`config.mk`:
```
export PLATFORM = sky130hd
export DESIGN_NAME = seq_decoder_flat
export DESIGN_NICKNAME = d
export VERILOG_FILES = /design/src/rtl/seq_codec_pkg.sv /design/src/rtl/seq_decoder_if.sv /design/src/rtl/seq_deser.sv /design/src/rtl/seq_decoder.sv /design/src/flat_wrapper.sv
export SDC_FILE = /design/constraint.sdc
export NUM_CORES = 1
export LEC_CHECK = 0
export CAP_MARGIN = 30
export CORE_MARGIN = 8
export CORE_UTILIZATION = 51
export DETAILED_ROUTE_END_ITERATION = 12
export PLACE_DENSITY = 0.81
export SLEW_MARGIN = 10
export SYNTH_ARGS = -nofsm -noshare
export SYNTH_HDL_FRONTEND = slang
export SYNTH_HIERARCHICAL = 1
export SYNTH_SLANG_ARGS = --single-unit
```
`constraint.sdc`:
```
create_clock -name clk -period 2.1 [get_ports clk]
set_input_delay 0.42 -clock clk [delete_from_list [all_inputs] [get_ports clk]]
set_output_delay 0.42 -clock clk [all_outputs]
set_load 0.01 [all_outputs]
```
`src/rtl/seq_codec_pkg.sv`:
```
// ----------------------------------------------------------------------------
// seq_codec_pkg
// Shared constants for the sequential encoder/decoder pair.
//   SEQ_W   : default number of recovered bits per output word
//   R_RST   : reset value of the decoder's copy of the previous q1 sample
//   PH_RST  : reset value of the decoder's delayed phase replica
//   cnt_w() : width of the bit counter for a W-bit word
// ----------------------------------------------------------------------------
package seq_codec_pkg;

    localparam int   SEQ_W  = 8;
    localparam logic R_RST  = 1'b0;
    localparam logic PH_RST = 1'b1;

    // A width of zero is illegal, so a degenerate W still gets one counter bit.
    function automatic int cnt_w(input int w);
        return (w < 2) ? 1 : $clog2(w);
    endfunction

endpackage

```
`src/rtl/seq_decoder_if.sv`:
```
// ----------------------------------------------------------------------------
// seq_decoder_if
// Valid/ready word stream carrying recovered words out of the decoder.
//   m_data  : recovered word, bit 0 is the earliest recovered bit
//   m_valid : m_data holds an unconsumed word
//   m_ready : consumer takes the word on an edge where m_valid & m_ready
// Modports: master (decoder side), slave (consumer side).
// ----------------------------------------------------------------------------
interface seq_decoder_if #(
    parameter int W = seq_codec_pkg::SEQ_W
);

    logic [W-1:0] m_data;
    logic         m_valid;
    logic         m_ready;

    modport master (
        output m_data,
        output m_valid,
        input  m_ready
    );

    modport slave (
        input  m_data,
        input  m_valid,
        output m_ready
    );

endinterface

```
`src/rtl/seq_deser.sv`:
```
// ----------------------------------------------------------------------------
// seq_deser
// Packs a stream of recovered bits LSB-first into W-bit words and hands each
// completed word to a one-deep output register on a valid/ready port.
// Ports:
//   clk, rst_n : clock, asynchronous active-low reset
//   clr        : synchronous clear of assembly, output valid and overflow
//   bit_in     : recovered bit
//   bit_vld    : bit_in is to be accepted on this edge
//   overflow   : sticky, a completed word was dropped (output still full)
//   m          : word output stream (master)
// ----------------------------------------------------------------------------
module seq_deser
    import seq_codec_pkg::*;
#(
    parameter int W = SEQ_W
) (
    input  logic          clk,
    input  logic          rst_n,
    input  logic          clr,
    input  logic          bit_in,
    input  logic          bit_vld,
    output logic          overflow,
    seq_decoder_if.master m
);

    localparam int            CW   = cnt_w(W);
    localparam logic [CW-1:0] LAST = CW'(W - 1);

    logic [W-1:0]  asm_q;
    logic [CW-1:0] bit_cnt;
    logic [W-1:0]  word_next;
    logic          word_done;
    logic          can_load;

    // The last bit of a word never lands in asm_q; it is merged here so the
    // completed word can load into the output register on the same edge.
    always_comb begin
        word_next        = asm_q;
        word_next[W-1]   = bit_in;
    end

    assign word_done = bit_vld && (bit_cnt == LAST);
    // The output register is free if empty or being drained on this edge.
    assign can_load  = !m.m_valid || m.m_ready;

    // Assembly register and bit counter.
    always_ff @(posedge clk or negedge rst_n) begin
        if (!rst_n) begin
            asm_q   <= '0;
            bit_cnt <= '0;
        end else if (clr) begin
            asm_q   <= '0;
            bit_cnt <= '0;
        end else if (bit_vld) begin
            if (word_done) begin
                asm_q   <= '0;
                bit_cnt <= '0;
            end else begin
                asm_q[bit_cnt] <= bit_in;
                bit_cnt        <= bit_cnt + 1'b1;
            end
        end
    end

    // One-deep output register; a word arriving while the register is full
    // and not draining is dropped and flagged. m_data is left alone by clr.
    always_ff @(posedge clk or negedge rst_n) begin
        if (!rst_n) begin
            m.m_data  <= '0;
            m.m_valid <= 1'b0;
            overflow  <= 1'b0;
        end else if (clr) begin
            m.m_valid <= 1'b0;
            overflow  <= 1'b0;
        end else if (word_done) begin
            if (can_load) begin
                m.m_data  <= word_next;
                m.m_valid <= 1'b1;
            end else begin
                overflow  <= 1'b1;
            end
        end else if (m.m_valid && m.m_ready) begin
            m.m_valid <= 1'b0;
        end
    end

endmodule

```
`src/rtl/seq_decoder.sv`:
```
// ----------------------------------------------------------------------------
// seq_decoder
// Receive-side decoder for the two-flop sequential encoder
// (q0 toggles, q1 <= A ^ q0 ^ q1, Y = q0 & q1). Runs in lockstep with the
// encoder from a common reset, rebuilds A from the q1 line, checks Y against
// a local replica and emits recovered bits as W-bit words.
// Ports:
//   clk, rst_n : clock shared with the encoder, asynchronous active-low reset
//   q1_in      : encoder q1 register output
//   y_in       : encoder Y output
//   clr        : synchronous clear of word assembly and sticky flags
//                (line lock is kept)
//   overflow   : sticky, a completed word was dropped
//   y_err      : sticky, y_in disagreed with the replica
//   m          : recovered word stream (master)
// ----------------------------------------------------------------------------
module seq_decoder
    import seq_codec_pkg::*;
#(
    parameter int W = SEQ_W
) (
    input  logic          clk,
    input  logic          rst_n,
    input  logic          q1_in,
    input  logic          y_in,
    input  logic          clr,
    output logic          overflow,
    output logic          y_err,
    seq_decoder_if.master m
);

    // r_q holds the q1 value before the encoder's last update and ph_q the q0
    // that the encoder used in that update, so q1_in ^ r_q ^ ph_q undoes it.
    logic r_q;
    logic ph_q;
    logic prime_q;
    logic b;
    logic y_exp;
    logic bit_vld;

    assign b       = q1_in ^ r_q ^ ph_q;
    // The encoder's current q0 is the inverse of the delayed replica.
    assign y_exp   = ~ph_q & q1_in;
    // The first edge after reset sees only reset state on the line, and the
    // bit under a clr edge belongs to the word being discarded.
    assign bit_vld = ~prime_q & ~clr;

    // Line state; untouched by clr so lock survives a clear.
    always_ff @(posedge clk or negedge rst_n) begin
        if (!rst_n) begin
            r_q     <= R_RST;
            ph_q    <= PH_RST;
            prime_q <= 1'b1;
        end else begin
            r_q     <= q1_in;
            ph_q    <= ~ph_q;
            prime_q <= 1'b0;
        end
    end

    // Y checker, active from the priming edge on.
    always_ff @(posedge clk or negedge rst_n) begin
        if (!rst_n) begin
            y_err <= 1'b0;
        end else if (clr) begin
            y_err <= 1'b0;
        end else if (y_in != y_exp) begin
            y_err <= 1'b1;
        end
    end

    seq_deser #(
        .W (W)
    ) u_deser (
        .clk      (clk),
        .rst_n    (rst_n),
        .clr      (clr),
        .bit_in   (b),
        .bit_vld  (bit_vld),
        .overflow (overflow),
        .m        (m)
    );

endmodule
```
`src/flat_wrapper.sv`:
```
// flat-port wrapper written by rule: the top's interface ports become plain ports
module seq_decoder_flat import seq_codec_pkg::*;
#(
    parameter int W = SEQ_W
)
  (clk, rst_n, q1_in, y_in, clr, overflow, y_err, m_m_data, m_m_valid, m_m_ready);
  seq_decoder_if #(.W(W)) m_i ();
  input  logic clk;
  input  logic rst_n;
  input  logic q1_in;
  input  logic y_in;
  input  logic clr;
  output logic overflow;
  output logic y_err;
  output wire logic [$bits(m_i.m_data)-1:0] m_m_data;
  output wire logic [$bits(m_i.m_valid)-1:0] m_m_valid;
  input wire logic [$bits(m_i.m_ready)-1:0] m_m_ready;
  assign m_m_data = m_i.m_data;
  assign m_m_valid = m_i.m_valid;
  assign m_i.m_ready = m_m_ready;
  seq_decoder #(.W(W)) u_core (.clk(clk), .rst_n(rst_n), .q1_in(q1_in), .y_in(y_in), .clr(clr), .overflow(overflow), .y_err(y_err), .m(m_i));
endmodule
```
==> impl_metrics.json, run 1 <==
{
  "yosysChipArea_um2": 1090,
  "first_pass_iters": 4,
  "cp_top_family": "flip-flops",
  "skew_ns": 0.00258,
  "yosys-stat-cells": 86,
  "die_h_um": 62.1,
  "fillCellCount": 145,
  "postRouteAntennaNets": 0,
  "start_kind": "register",
  "drc_errors": 0,
  "die_area_um2": 3860,
  "insertion_delay_ns": 0.31,
  "p_sw_frac": 0.222,
  "mostFrequentLayoutCells": "22 x dfrtp_1, 16 x clkdlybuf4s50_1, 8 x mux2_2",
  "grt_max_degree": 25,
  "tool_warnings": 26,
  "inverters": 1,
  "area_growth_pct": 22.6,
  "fin_ws_ns": 0.257,
  "path_cells": "ha_1 -> ha_1 -> nand2_2 -> nor3_4 -> buf_4 -> mux2_2",
  "wl_met3_um": 93,
  "reg2reg_slack_ns": 0.26,
  "mux_area_frac": 0.147,
  "wirelength_um": 1840,
  "power_mw": 0.783,
  "cts_sinks": 24,
  "top_regs": "u_core/u_deser/m.m_data: 8 flops, u_core/u_deser/asm_q: 7 flops, u_core/u_deser/bit_cnt: 3 flops",
  "yosys.area_share.simple": 0.144,
  "nNonClkBuffers": 22,
  "ir_drop_mv": 0.591,
  "synth_seq_share": 0.555,
  "finalCritPeriodShare": 0.877,
  "syn_area_um2": 1090,
  "outcome": "finished clean",
  "antennaDiodeCount": 0,
  "comb_cells": 57
}
run 1: cells in the mapped netlist (all sizes together):
cell / count
buf: 2
clkbuf: 2
o21ba: 1
dfrtp: 22
nor2b: 1
nand3b: 3
ha: 2
a211oi: 1
o311ai: 1
nand2b: 1
dfstp: 2
mux2: 8
o41ai: 1
a21oi: 3
conb: 1
a31oi: 1
nand3: 1
xnor2: 3
nor3: 1
nor2: 7
inv: 1
or2b: 1
and4bb: 1
mux2i: 7
nand2: 9
nor3b: 2
o21ai: 1
run 1: worst min-delay path by stage:
stage                                     start                                endpoint  slack [ns]
after floorplan                           rst_n                    u_core/r_q$_DFF_PN0_        0.12
after global placement    u_core/ph_q$_DFF_PN1_                   u_core/ph_q$_DFF_PN1_        0.44
after detailed placement  u_core/ph_q$_DFF_PN1_                   u_core/ph_q$_DFF_PN1_        0.45
after CTS                                 rst_n  u_core/u_deser/m.m_data[1]$_DFFE_PN0P_        0.45
after global routing                      rst_n  u_core/u_deser/m.m_data[1]$_DFFE_PN0P_        0.47
final                                     rst_n  u_core/u_deser/m.m_data[1]$_DFFE_PN0P_        0.46
run 1: power by group through the flow:
stage | sequential, mW | clock [mW] | combinational (mW)
2_1_floorplan | 0.486 | 0 | 0.0394
3_3_place_gp | 0.488 | 0 | 0.0675
3_5_place_dp | 0.488 | 0 | 0.0695
4_1_cts | 0.480 | 0.246 | 0.0694
5_1_grt | 0.481 | 0.258 | 0.0765
6_report | 0.480 | 0.235 | 0.0682
run 1: through the flow:
step | cell area (um2) | instances
2_1_floorplan | 1090 | 86
3_3_place_gp | 1290 | 131
3_5_place_dp | 1290 | 131
4_1_cts | 1330 | 135
5_1_grt | 1330 | 135
6_report | 1330 | 135
==> run_1/cell_classes.png <==
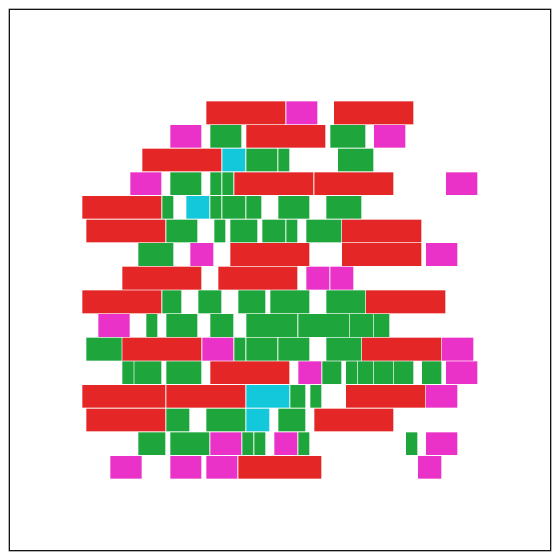
legend:
  flip-flops:
    color: red
    cells: 24
  other buffers and delay cells:
    color: magenta
    cells: 22
  all other logic:
    color: green
    cells: 58
  clock drivers and dummy loads:
    color: cyan
    cells: 4
Seq/total area: 0.453
design area: 1330 um2
Util after Layout: 0.672

==> run_1/wire_density.png <==
Bar = 20 um. The die is cut into 12 by 12 equal tiles; dark blue is low, red is high, scaled to the fullest tile. Values are wire area over tile area, all layers added.
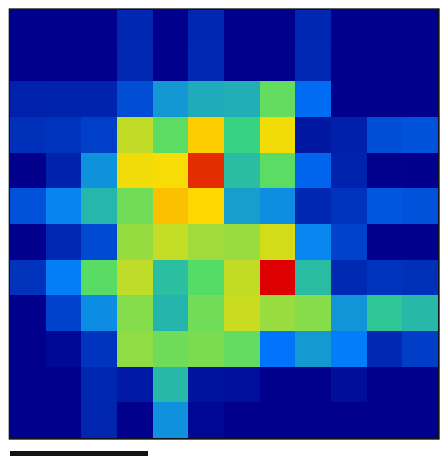
tiles over half the peak: 22%
mean over tiles: 0.075
emptiest ninth of the die: upper right
gr usage total: 0.101
total vias in the final route: 689

==> run_1/final_congestion.png <==
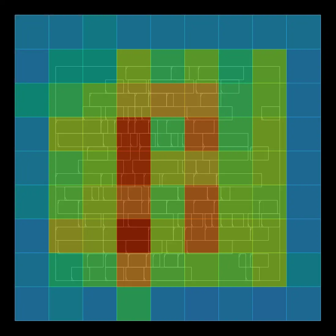
WL/cell: 13.6 um
busiest grt layer: met2

## Run 2: what changed since run 1
- CAP_MARGIN: 30 -> unset
==> run_2/metal_stack.png <==
Bar = 20 um.
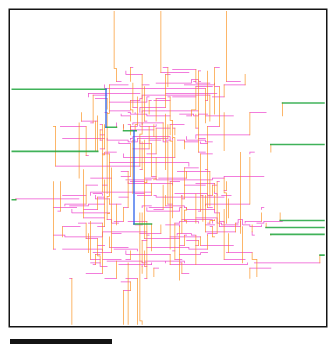
legend:
  met1:
    color: magenta
    wire_length: 861 um
  met3:
    color: green
    wire_length: 93.5 um
  met2:
    color: orange
    wire_length: 857 um
  met4:
    color: blue
    wire_length: 25.8 um

==> run_2/registers.png <==
Bar = 20 um.
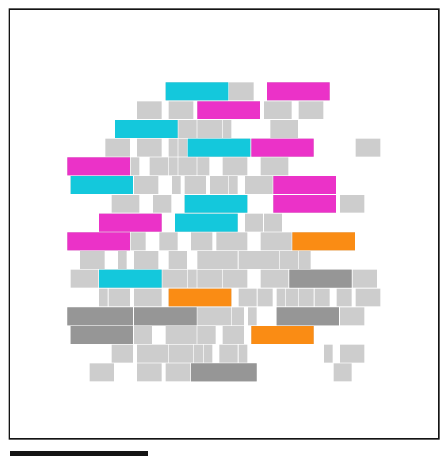
legend:
  u_core/u_deser/m.m_data:
    color: magenta
    sequential_cells: 8
  u_core/u_deser/asm_q:
    color: cyan
    sequential_cells: 7
  u_core/u_deser/bit_cnt:
    color: orange
    sequential_cells: 3
not colored: 6

==> run 2 against run 1 <==
- sequential cell count stayed put
- combinational power about the same
- cell count unchanged
- fmax unchanged
- highest routed layer unchanged
==> impl_metrics.json, run 2 <==
{
  "yosysChipArea_um2": 1090,
  "top_regs": "u_core/u_deser/m.m_data: 8 flops, u_core/u_deser/asm_q: 7 flops, u_core/u_deser/bit_cnt: 3 flops",
  "fin_ws_ns": 0.257,
  "grt_max_degree": 25,
  "most_common_cell": "dfrtp_1",
  "insertion_delay_ns": 0.31,
  "final_cell_area_um2": 1330,
  "postRouteAntennaNets": 0,
  "yosys-stat-cells": 86,
  "reg2reg_slack_ns": 0.26,
  "ff_type": "dfrtp_1",
  "die_area_um2": 3860,
  "vias": 689,
  "cts_sinks": 24,
  "p_comb_mw": 0.0682,
  "async_reset_ff_frac": 1.00,
  "powerSeq_mw": 0.480,
  "fillCellCount": 145,
  "edf_count": 0,
  "dpl.cell_count": 131,
  "skew_ns": 0.00258,
  "antennaDiodeCount": 0,
  "cp_top_family": "flip-flops",
  "placed_cell_area_um2": 1290,
  "finalCritPeriodShare": 0.877,
  "mostFrequentLayoutCells": "22 x dfrtp_1, 16 x clkdlybuf4s50_1, 8 x mux2_2",
  "final_cells": 135,
  "outcome": "finished clean",
  "ir_drop_mv": 0.591
}
==> run 2: cell counts after synthesis <==
Identical to the previous run, type by type.
==> run 2: cells by family after synthesis <==
family | count (synthesis) | share of synthesized area
other cells | 1 | 0.00345
flops | 24 | 0.555
buf+inv | 5 | 0.0311
xor+xnor | 3 | 0.0242
fa+ha+maj | 2 | 0.0230
simple gates | 27 | 0.144
mux | 15 | 0.147
compound gates | 9 | 0.0714
==> run 2: worst reg2reg max path: stages (launching register included) <==
cell and delay, ns:
dfrtp_1 0.52, ha_1 0.21, ha_1 0.29, nand2_2 0.10, nor3_4 0.13, buf_4 0.16, mux2_2 0.33
==> run 2: worst max path at each step <==
stage,to,slack (ns),depth (start not counted)
6_report,u_core/u_deser/m.m_data[1]$_DFFE_PN0P_,0.26,6
5_1_grt,u_core/u_deser/m.m_data[6]$_DFFE_PN0P_,0.12,6
4_1_cts,u_core/u_deser/m.m_data[1]$_DFFE_PN0P_,0.26,6
3_5_place_dp,u_core/u_deser/asm_q[1]$_DFFE_PN0P_,0.09,5
3_3_place_gp,u_core/u_deser/m.m_data[6]$_DFFE_PN0P_,0.15,6
2_1_floorplan,u_core/u_deser/m.m_data[0]$_DFFE_PN0P_,0.49,5
==> run 2: layer usage <==
layer | track usage | vias up | part of all wire
met2 | 0.168 | 12 | 0.47
met5 | 0 | - | 0
li1 | - | 339 | -
met3 | 0.0341 | 4 | 0.051
met4 | 0.0437 | 0 | 0.014
met1 | 0.114 | 334 | 0.47
==> run 2: final cells by class <==
class,count,area [um2],area share
clock buffer,4,36.3,0.0273
inverter,1,3.75,0.00282
multi-input combinational,57,449,0.337
sequential,24,603,0.453
tap,27,33.8,0.0254
timing repair buffer,22,205,0.154
## Run 3: what changed since run 2
- CAP_MARGIN: unset -> 20
==> run_3/cell_classes.png <==
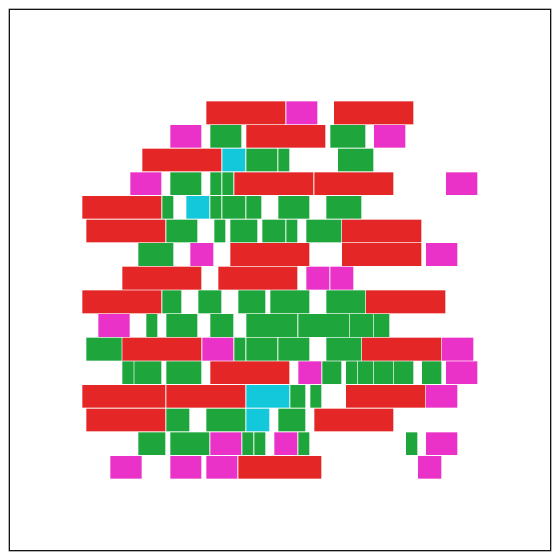
legend:
  other buffers and delay cells:
    color: magenta
    cells: 22
  all other logic:
    color: green
    cells: 58
  flip-flops:
    color: red
    cells: 24
  clock drivers and dummy loads:
    color: cyan
    cells: 4
Core Area: 1980 um2
std cell rows: 16

==> run_3/metal_stack.png <==
Bar = 20 um.
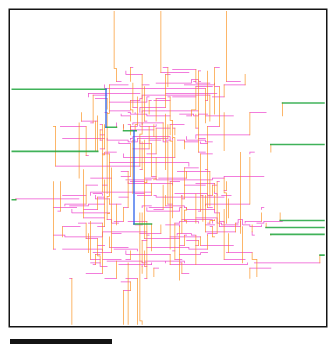
legend:
  met2:
    color: orange
    wire_length: 857 um
  met1:
    color: magenta
    wire_length: 861 um
  met3:
    color: green
    wire_length: 93.5 um
  met4:
    color: blue
    wire_length: 25.8 um

==> run 3 against run 2 <==
- clock skew did not move
- cell count did not move
- cell area did not move
- non-clock buffer count is the same
- critical endpoint unchanged
- largest cell class unchanged
==> impl_metrics.json, run 3 <==
{
  "wirelength_um": 1840,
  "skew_ns": 0.00258,
  "gr-usage-met1": 0.114,
  "vias": 689,
  "post-route-util": 0.672,
  "first_pass_iters": 4,
  "mostFrequentLayoutCells": "22 x dfrtp_1, 16 x clkdlybuf4s50_1, 8 x mux2_2",
  "most_common_cell": "dfrtp_1",
  "drc_errors": 0,
  "antennaDiodeCount": 0,
  "synthXorXnorAreaFrac": 0.0242,
  "final_cell_area_um2": 1330,
  "yosys-stat-cells": 86,
  "die_area_um2": 3860,
  "top_regs": "u_core/u_deser/m.m_data: 8 flops, u_core/u_deser/asm_q: 7 flops, u_core/u_deser/bit_cnt: 3 flops",
  "ff_type": "dfrtp_1",
  "mux_area_frac": 0.147,
  "outcome": "finished clean",
  "track_usage": 0.101,
  "cts_sinks": 24,
  "final_cells": 135,
  "insertion_delay_ns": 0.31,
  "ir_drop_mv": 0.591,
  "fin_ws_ns": 0.257,
  "grt-busiest-layer": "met2",
  "cp-endpoint": "u_core/u_deser/m.m_data[1]$_DFFE_PN0P_",
  "yosys.area_share.simple": 0.144,
  "tool_warnings": 26,
  "use_met2": 0.168,
  "reg2reg_slack_ns": 0.26,
  "area_growth_pct": 22.6,
  "synth_seq_share": 0.555,
  "fillCellCount": 145,
  "power_mw": 0.783,
  "ys_sh_adder": 0.0230,
  "wl_per_cell_um": 13.6
}
-- run 3: power by group --
| group | internal (mW) | switching, mW | total (mW) |
|---|---|---|---|
| Combinational | 0.0317 | 0.0365 | 0.0682 |
| Clock | 0.106 | 0.129 | 0.235 |
| Sequential | 0.472 | 0.00772 | 0.480 |
| Total | 0.610 | 0.173 | 0.783 |
-- run 3: per-layer routing --
metal	wire, um	share of wire
met1	860	0.47
met5	0	0
met2	857	0.47
met3	93	0.051
met4	25	0.014
-- run 3: critical path, stage by stage, from the launching register on --
cell and delay (ns):
dfrtp_1 0.52, ha_1 0.21, ha_1 0.29, nand2_2 0.10, nor3_4 0.13, buf_4 0.16
mux2_2 0.33
-- run 3: worst min path at each step --
stage | end | cells after the start | slack (ns) | start
final | u_core/u_deser/m.m_data[1]$_DFFE_PN0P_ | 2 | 0.46 | rst_n
after global routing | u_core/u_deser/m.m_data[1]$_DFFE_PN0P_ | 2 | 0.47 | rst_n
after CTS | u_core/u_deser/m.m_data[1]$_DFFE_PN0P_ | 2 | 0.45 | rst_n
after detailed placement | u_core/ph_q$_DFF_PN1_ | 1 | 0.45 | u_core/ph_q$_DFF_PN1_
after global placement | u_core/ph_q$_DFF_PN1_ | 1 | 0.44 | u_core/ph_q$_DFF_PN1_
after floorplan | u_core/r_q$_DFF_PN0_ | 0 | 0.12 | rst_n
-- run 3: layout make-up --
class,instances,area (um2),area share
sequential,24,603,0.453
multi-input combinational,57,449,0.337
timing repair buffer,22,205,0.154
clock buffer,4,36.3,0.0273
tap,27,33.8,0.0254
inverter,1,3.75,0.00282
Power and IR drop assume default switching activity.
